Figure 1. Metal 2 (run 1).
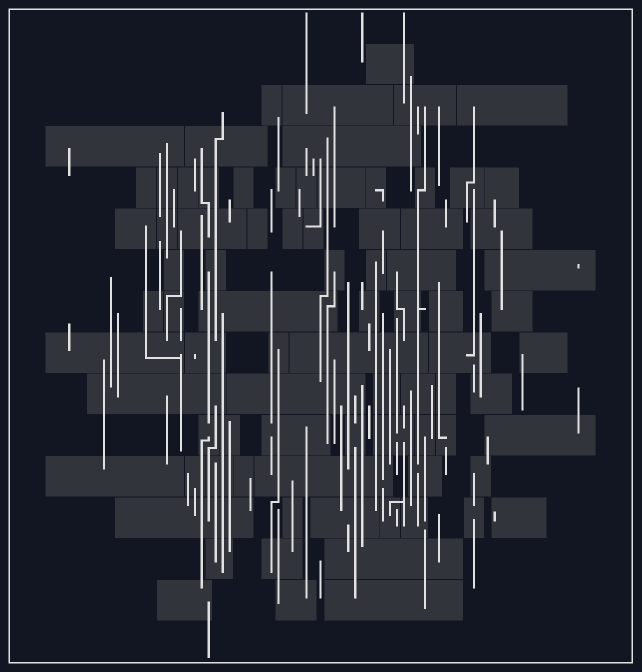
Figure 2. Placed standard cells (run 1).
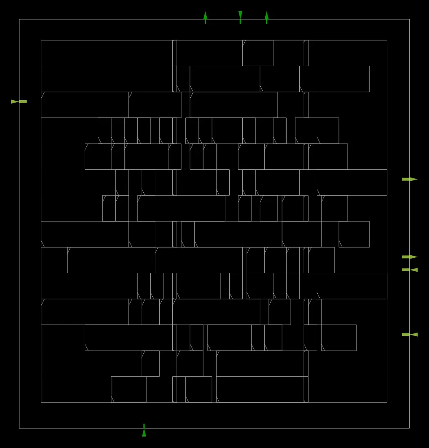
Figure 3. Placement by cell class (run 1).
Scale bar: 10 microns.
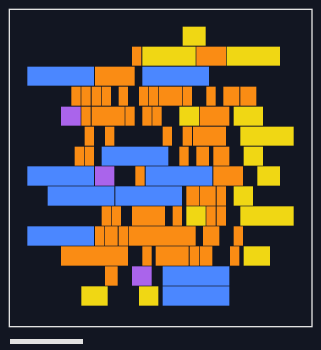
--- src/rtl/usb_rx_pkg.sv ---
// Shared USB full-speed timing constants for the receive and transmit timers.
// Latency: n/a (constants and a width helper only).
// Backpressure: n/a.
package usb_rx_pkg;

  // System clocks per USB bit time.
  localparam int CLKS_PER_BIT = 8;
  // Phase count at which a bit is sampled (mid-bit).
  localparam int SAMPLE_PT    = 3;
  // Consecutive ones after which the next bit is a stuffed zero.
  localparam int MAX_ONES     = 6;

  // Counter width able to hold 0..n-1, never narrower than one bit.
  function automatic int cnt_width(input int n);
    return (n <= 2) ? 1 : $clog2(n);
  endfunction

endpackage

--- src/rtl/flex_counter.sv ---
// Generic up-counter with synchronous clear/load and a programmable wrap value.
// Latency: count updates one clock after count_enable; rollover_flag is combinational.
// Backpressure: none; counts whenever count_enable is high.
module flex_counter #(
  parameter int WIDTH = 4
) (
  input  logic             clk,
  input  logic             n_rst,
  input  logic             clear,
  input  logic             count_enable,
  input  logic             load,
  input  logic [WIDTH-1:0] load_val,
  input  logic [WIDTH-1:0] rollover_val,
  output logic [WIDTH-1:0] count,
  output logic             rollover_flag
);

  logic at_roll;

  assign at_roll = (count == rollover_val);

  // High in the cycle the counter is about to wrap back to zero.
  assign rollover_flag = count_enable && at_roll && !clear && !load;

  // Priority: clear, then load, then count with wrap at rollover_val.
  always_ff @(posedge clk or negedge n_rst) begin
    if (!n_rst) begin
      count <= '0;
    end else if (clear) begin
      count <= '0;
    end else if (load) begin
      count <= load_val;
    end else if (count_enable) begin
      count <= at_roll ? '0 : count + WIDTH'(1);
    end
  end

endmodule

--- src/rtl/rx_bit_timer.sv ---
// USB FS receive bit timing: recovers the bit clock from D+ edges, strobes the NRZI decoder and drops stuffed zeros.
// Latency: shift_enable/shift_data/stuff_error combinational from registered phase; byte_received one cycle after the 8th data bit.
// Backpressure: none; the line rate cannot be stalled, so all strobes are free-running while enable_timer is high.
module rx_bit_timer #(
  parameter int CLKS_PER_BIT = usb_rx_pkg::CLKS_PER_BIT,
  parameter int SAMPLE_PT    = usb_rx_pkg::SAMPLE_PT,
  parameter int MAX_ONES     = usb_rx_pkg::MAX_ONES
) (
  input  logic clk,
  input  logic n_rst,
  input  logic enable_timer,
  input  logic d_edge,
  input  logic d_orig,
  output logic shift_enable,
  output logic shift_data,
  output logic byte_received,
  output logic stuff_error
);

  import usb_rx_pkg::*;

  localparam int PH_W   = cnt_width(CLKS_PER_BIT);
  localparam int ONES_W = $clog2(MAX_ONES + 1);

  logic [PH_W-1:0]   phase;
  logic              phase_wrap_unused;
  logic [2:0]        bit_idx_unused;
  logic              byte_done;
  logic [ONES_W-1:0] ones;
  logic              sample;
  logic              stuff_slot;
  logic              byte_q;

  // Bit-phase counter. A D+ edge marks phase 0 of a new bit, so the
  // counter is loaded with 1 for the following cycle.
  flex_counter #(
    .WIDTH (PH_W)
  ) u_phase_cnt (
    .clk           (clk),
    .n_rst         (n_rst),
    .clear         (!enable_timer),
    .count_enable  (enable_timer),
    .load          (d_edge),
    .load_val      (PH_W'(1)),
    .rollover_val  (PH_W'(CLKS_PER_BIT - 1)),
    .count         (phase),
    .rollover_flag (phase_wrap_unused)
  );

  assign sample       = enable_timer && (phase == PH_W'(SAMPLE_PT));
  assign stuff_slot   = (ones == ONES_W'(MAX_ONES));
  assign shift_enable = sample;
  assign shift_data   = sample && !stuff_slot;
  assign stuff_error  = sample && stuff_slot && d_orig;

  // Bit-in-byte counter. Only real data bits advance it; the bit index
  // itself is not needed downstream, only its wrap.
  flex_counter #(
    .WIDTH (3)
  ) u_bit_cnt (
    .clk           (clk),
    .n_rst         (n_rst),
    .clear         (!enable_timer),
    .count_enable  (shift_data),
    .load          (1'b0),
    .load_val      (3'd0),
    .rollover_val  (3'd7),
    .count         (bit_idx_unused),
    .rollover_flag (byte_done)
  );

  // Run length of decoded ones; the slot after MAX_ONES ones is always consumed as a stuff bit.
  always_ff @(posedge clk or negedge n_rst) begin
    if (!n_rst) begin
      ones <= '0;
    end else if (!enable_timer) begin
      ones <= '0;
    end else if (sample) begin
      if (stuff_slot || !d_orig) begin
        ones <= '0;
      end else begin
        ones <= ones + ONES_W'(1);
      end
    end
  end

  // Delay byte completion one cycle so the shift register has captured bit 8.
  always_ff @(posedge clk or negedge n_rst) begin
    if (!n_rst) begin
      byte_q <= 1'b0;
    end else begin
      byte_q <= byte_done;
    end
  end

  // A packet abort in the same cycle swallows a pending byte pulse.
  assign byte_received = byte_q && enable_timer;

endmodule

--- config.mk ---
export PLATFORM = sky130hd
export DESIGN_NAME = rx_bit_timer
export DESIGN_NICKNAME = d
export VERILOG_FILES = /design/src/rtl/usb_rx_pkg.sv /design/src/rtl/flex_counter.sv /design/src/rtl/rx_bit_timer.sv
export SDC_FILE = /design/constraint.sdc
export NUM_CORES = 1
export LEC_CHECK = 0
export ABC_AREA = 1
export ABC_CLOCK_PERIOD_IN_PS = 1940
export CAP_MARGIN = 25
export CORE_AREA = 2 2 39 41
export CTS_CLUSTER_DIAMETER = 40
export CTS_CLUSTER_SIZE = 30
export DETAILED_ROUTE_END_ITERATION = 10
export DIE_AREA = 0 0 41 43
export SLEW_MARGIN = 20
export SYNTH_ARGS = -nofsm -noshare
export SYNTH_HDL_FRONTEND = slang
export SYNTH_SLANG_ARGS = --single-unit
--- constraint.sdc ---
create_clock -name clk -period 1.94 [get_ports clk]
set_input_delay 0.582 -clock clk [delete_from_list [all_inputs] [get_ports clk]]
set_output_delay 0.582 -clock clk [all_outputs]
set_load 0.05 [all_outputs]
==> notes.org, run 1 <==
* Implementation run

** Clock network
- Cell resize tally after clock tree synthesis :: 10
- The timing report gives the clock slew at the launch and capture registers of the worst setup and hold paths as 0.07 ns.
- CTS tree :: done
- Per the CTS log, the root buffer master is sky130_fd_sc_hd__clkbuf_4.

** Timing
- Worst setup margin :: -0.0188 ns
- Counting I/O delays and the setup requirement, the final critical path takes 1.96 ns.
- The final critical path takes up 101% of the cycle.
- Fin. max-slew vios :: 0
- Final setup fails :: 3

** Power and ir drop
- Fraction of power spent switching nets :: approximately a quarter
- Power drawn by the clock network :: 0.142 mW
- The dominant power group in this design is registers.
- Internal Pwr Total :: slightly above 0.3 mW

** Floorplan
- Area enclosed by the die boundary :: 1760 sq um
- According to the floorplan report, the die height is 43 microns.
- Chip Width :: 41 microns

** Worst setup path
- The worst-case reg-to-reg setup slack stands at around 0.57 ns.
- Launching point of the worst reg2reg path :: u_phase_cnt.count[0]$_DFF_PN0_
- The STA report counts the stages on the worst setup path as 7.
- According to the timing report, the data required time at the worst endpoint equals 1.36 ns.
- Among all stages on the critical path, the maximum delay recorded is between 0.4 and 0.5 ns.
- In this run the worst setup path terminates at stuff_error.
- Worst setup path category :: register to output port
- Per the post-run analysis, buffers plus inverters along the critical path come to 2.

** Drt
- After the first detailed-routing iteration, the DRC count stood at 9.
- Uppermost layer routed :: met4
- Routed wire length per instance :: 10.8 microns

** Outcome
- Violated checks :: negative setup slack
- The run finished, with violations left.

** Layout
- Multi-In Gates :: 46
- Buffers outside the clock tree occupy 20.8% of the routed design's cell area.
- Comb. cell area :: 305 sq um
- Final net count :: roughly 96

** Min path
- Worst hold path cell count :: 2
- Hold Path End :: u_bit_cnt.count[2]$_DFFE_PN0P_
- Min-Delay Startpoint :: u_bit_cnt.count[2]$_DFFE_PN0P_

** Placement
- Once placement completed, the tool counted placed cells totaling between 90 and 100.
- DP Wirelength :: between 700 and 800 microns
- Placer congestion estimate :: between 0.7 and 0.8

** GRT
- Global-route usage over all layers :: 14.7%
- For this run the aggregate overflow at the end of global routing stands at 0.
- Wire length of the first global-routing pass :: 1.70 mm
- Antenna violations before repair :: 0

** Yosys
- Cell types occupying the most area after synthesis :: sky130_fd_sc_hd__dfrtp_1, sky130_fd_sc_hd__ha_1, sky130_fd_sc_hd__nand2_1
- Cell with the most instances after synthesis :: sky130_fd_sc_hd__nand2_1
- The most used flip-flop cell after synthesis is sky130_fd_sc_hd__dfrtp_1.
- Syn. warnings :: 0
- The synthesis run shows multiplexers occupying 0% of the cell area.
- The synthesized design contains 0 enable-type register cells.
- At floorplan, the net count of the design was reported as 77.
About Figure 1:
main direction = vertical
nets with wire on the layer = 79
wire length on this layer = 542 microns
share of all routed wire = 51%
longest straight run = 18.0 microns
detailed-route wire length: 1.06 mm
vias: 464

About Figure 2:
share of cell area taken by flip-flops and latches: 31.3%
number of rows in the core area: 14

About Figure 3:
sequential cells -> blue  # cells 10
clock drivers -> purple  # cells 3
combinational and other logic -> orange  # cells 55
remaining buffers and delay cells -> yellow  # cells 14
Core Area: 1380 sq um
final design area excluding fillers: 801 sq um
post-route core utilization: 57.9%

Figure 4. Clock wires, drivers and flops (run 1).
Scale bar: 10 microns.
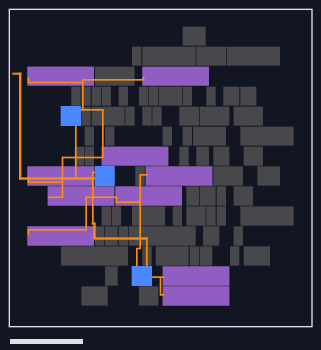

--- run 2 (diff from run 1) ---
Settings changed: CORE_AREA 2 2 39 41 to 8 8 45 47, DIE_AREA 0 0 41 43 to 0 0 53 55.
Figure 5. Clock wires, drivers and flops (run 2).
Scale bar: 20 microns.
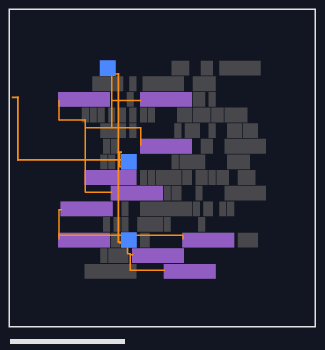
clock drivers -> blue  # count 3
flip-flops -> purple  # count 10
clock wires -> orange  # length 163 microns
routed clock nets = 4
power share of the clock group: 35.6%
Clk Latency, worst-skew pair: 0.26 ns
Clock Skew: 0.000698 ns
power drawn by the clock network: 0.143 mW

==> run 2 against run 1 <==
The flow still finishes with violations (negative setup slack). Via count decreased by 1.1%. Combinational power decreased by 4%. Sequential cell count unchanged. Clock power about the same. Synthesized cell count unchanged.
==> notes.org, run 2 <==
* Implementation run

** Outcome
- Outcome :: finished with violations (unchanged)
- Violated checks: negative setup slack (unchanged).

** Yosys
- The main flop type is sky130_fd_sc_hd__dfrtp_1 (unchanged).
- Syn. warnings :: 0 (unchanged)

** Layout
- Comb. cell area :: 300 sq um (was 305 sq um)
- The final core utilization was 57.0% (was 57.9%).
- The final standard cell area without fillers was 788 sq um (was 801 sq um).
- Final net count :: 95 (was 96)

** Floorplan
- Chip Width :: 53 microns (was 41 microns)
- The core footprint is 1380 sq um (unchanged).

** Power and ir drop
- Largest power group :: registers (unchanged)

** Timing
- Fin. max-slew vios :: 0 (unchanged)
- Crit path time final :: 1.96 ns (about the same)
- The count of final setup violators is 3 (unchanged).
- The ratio of final minimum period to clock period came to 101% (about the same).
- The minimum setup slack in the final design was -0.0219 ns (was -0.0188 ns).

** Clock network
- The CTS tree is done (unchanged).

** Worst setup path
- WP data required :: 1.36 ns (about the same)
- Setup slack on the worst flop-to-flop path :: 0.56 ns (was 0.57 ns)

** GRT
- Total gr overflow :: 0 (unchanged)

** Min path
- The hold path startpoint is u_bit_cnt.count[1]$_DFFE_PN0P_ (was u_bit_cnt.count[2]$_DFFE_PN0P_).

** Drt
- Count of routing violations after the opening detailed-route iteration :: 11 (was 9)
Figure 6. Logic cells by family (run 2).
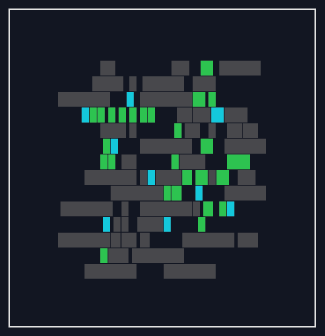
nand cells -> green  # cells 26, most used nand2_1, where centre
inv cells -> cyan  # cells 9, most used inv_1, where centre
Post-Layout Cell Count: 97
proportion of cell area occupied by multi-input gates: 38.1%
highest-count logic cell in the final layout: sky130_fd_sc_hd__nand2_1

--- run 3 (diff from run 2) ---
Settings changed: CTS_CLUSTER_DIAMETER 40 to not set, SLEW_MARGIN 20 to 10.
==> run 3 against run 2 <==
The run still ends with negative setup slack left. Critical path type unchanged. Critical path depth unchanged. Cell area unchanged. Utilization unchanged. Sequential power about the same. Sequential cell count unchanged. Via count unchanged.
==> notes.org, run 3 <==
* Implementation run

** Outcome
- Outcome: finished with violations (unchanged).
- Violated checks: negative setup slack (unchanged).

** Timing
- Worst setup margin :: -0.0219 ns (unchanged)
- The number of slew-limit violations in the final report is 0 (unchanged).
- The count of final setup violators came to 3 (unchanged).
- The final critical delay including setup and external delays is 1.96 ns (unchanged).
- Share of the clock period used by the worst path :: 101% (unchanged)
- Clock Skew :: 0.000698 ns (unchanged)

** Floorplan
- Die y size :: 55 microns (unchanged)
- The core footprint was 1380 sq um (unchanged).

** Layout
- Multi-In Gates :: 46 (unchanged)
- The area used by multi-input combinational logic is 300 sq um (unchanged).
- Final design area excluding fillers :: 788 sq um (unchanged)
- The sequential fraction of total cell area came to 31.7% (unchanged).

** Min path
- Worst hold path cell count :: 2 (unchanged)
- The hold path startpoint is u_bit_cnt.count[1]$_DFFE_PN0P_ (unchanged).

** Power and ir drop
- The share of total power consumed by net switching is 24.1% (unchanged).

** GRT
- The wire length of the first global-routing pass is 1.82 mm (unchanged).
- Global-route usage over all layers :: 8.43% (unchanged)

** Yosys
- The count of library flops with an enable pin came to 0 (unchanged).
- Post-synth mux share :: 0% (unchanged)
- Most common flop cell mapped by yosys :: sky130_fd_sc_hd__dfrtp_1 (unchanged)

** Placement
- The total placed cells including tap cells is 92 (unchanged).
Figure 7. Metal 2 (run 3).
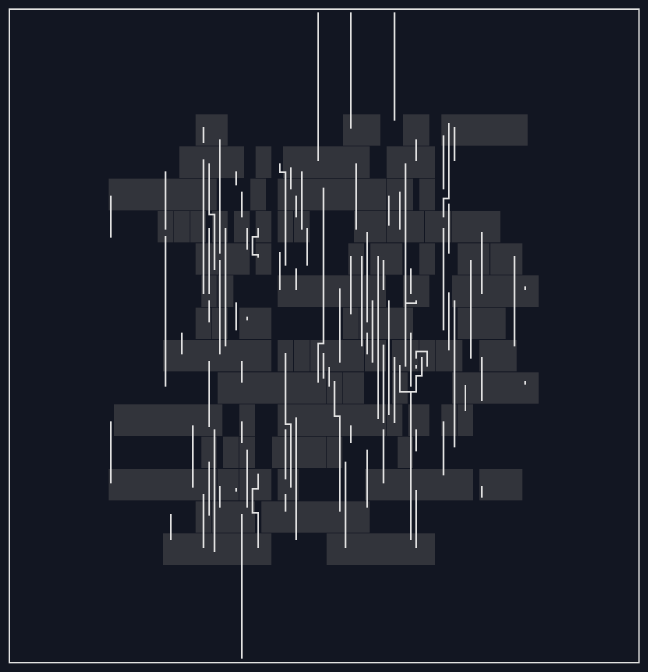
nets with wire on the layer = 75
share of all routed wire = 46%
longest straight run = 17.0 microns
wire length on this layer = 500 microns
met2 Resource Use GR: 12.7%
detailed-route wire length: 1.08 mm

Figure 8. Placed standard cells (run 3).
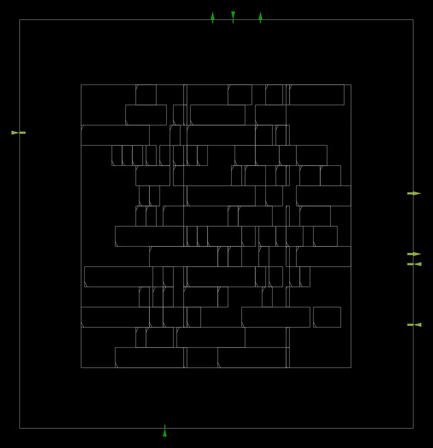
post-route core utilization: 57.0%
number of well taps: 16

Power figures rest on the tool's default switching activity, not on a simulated workload.
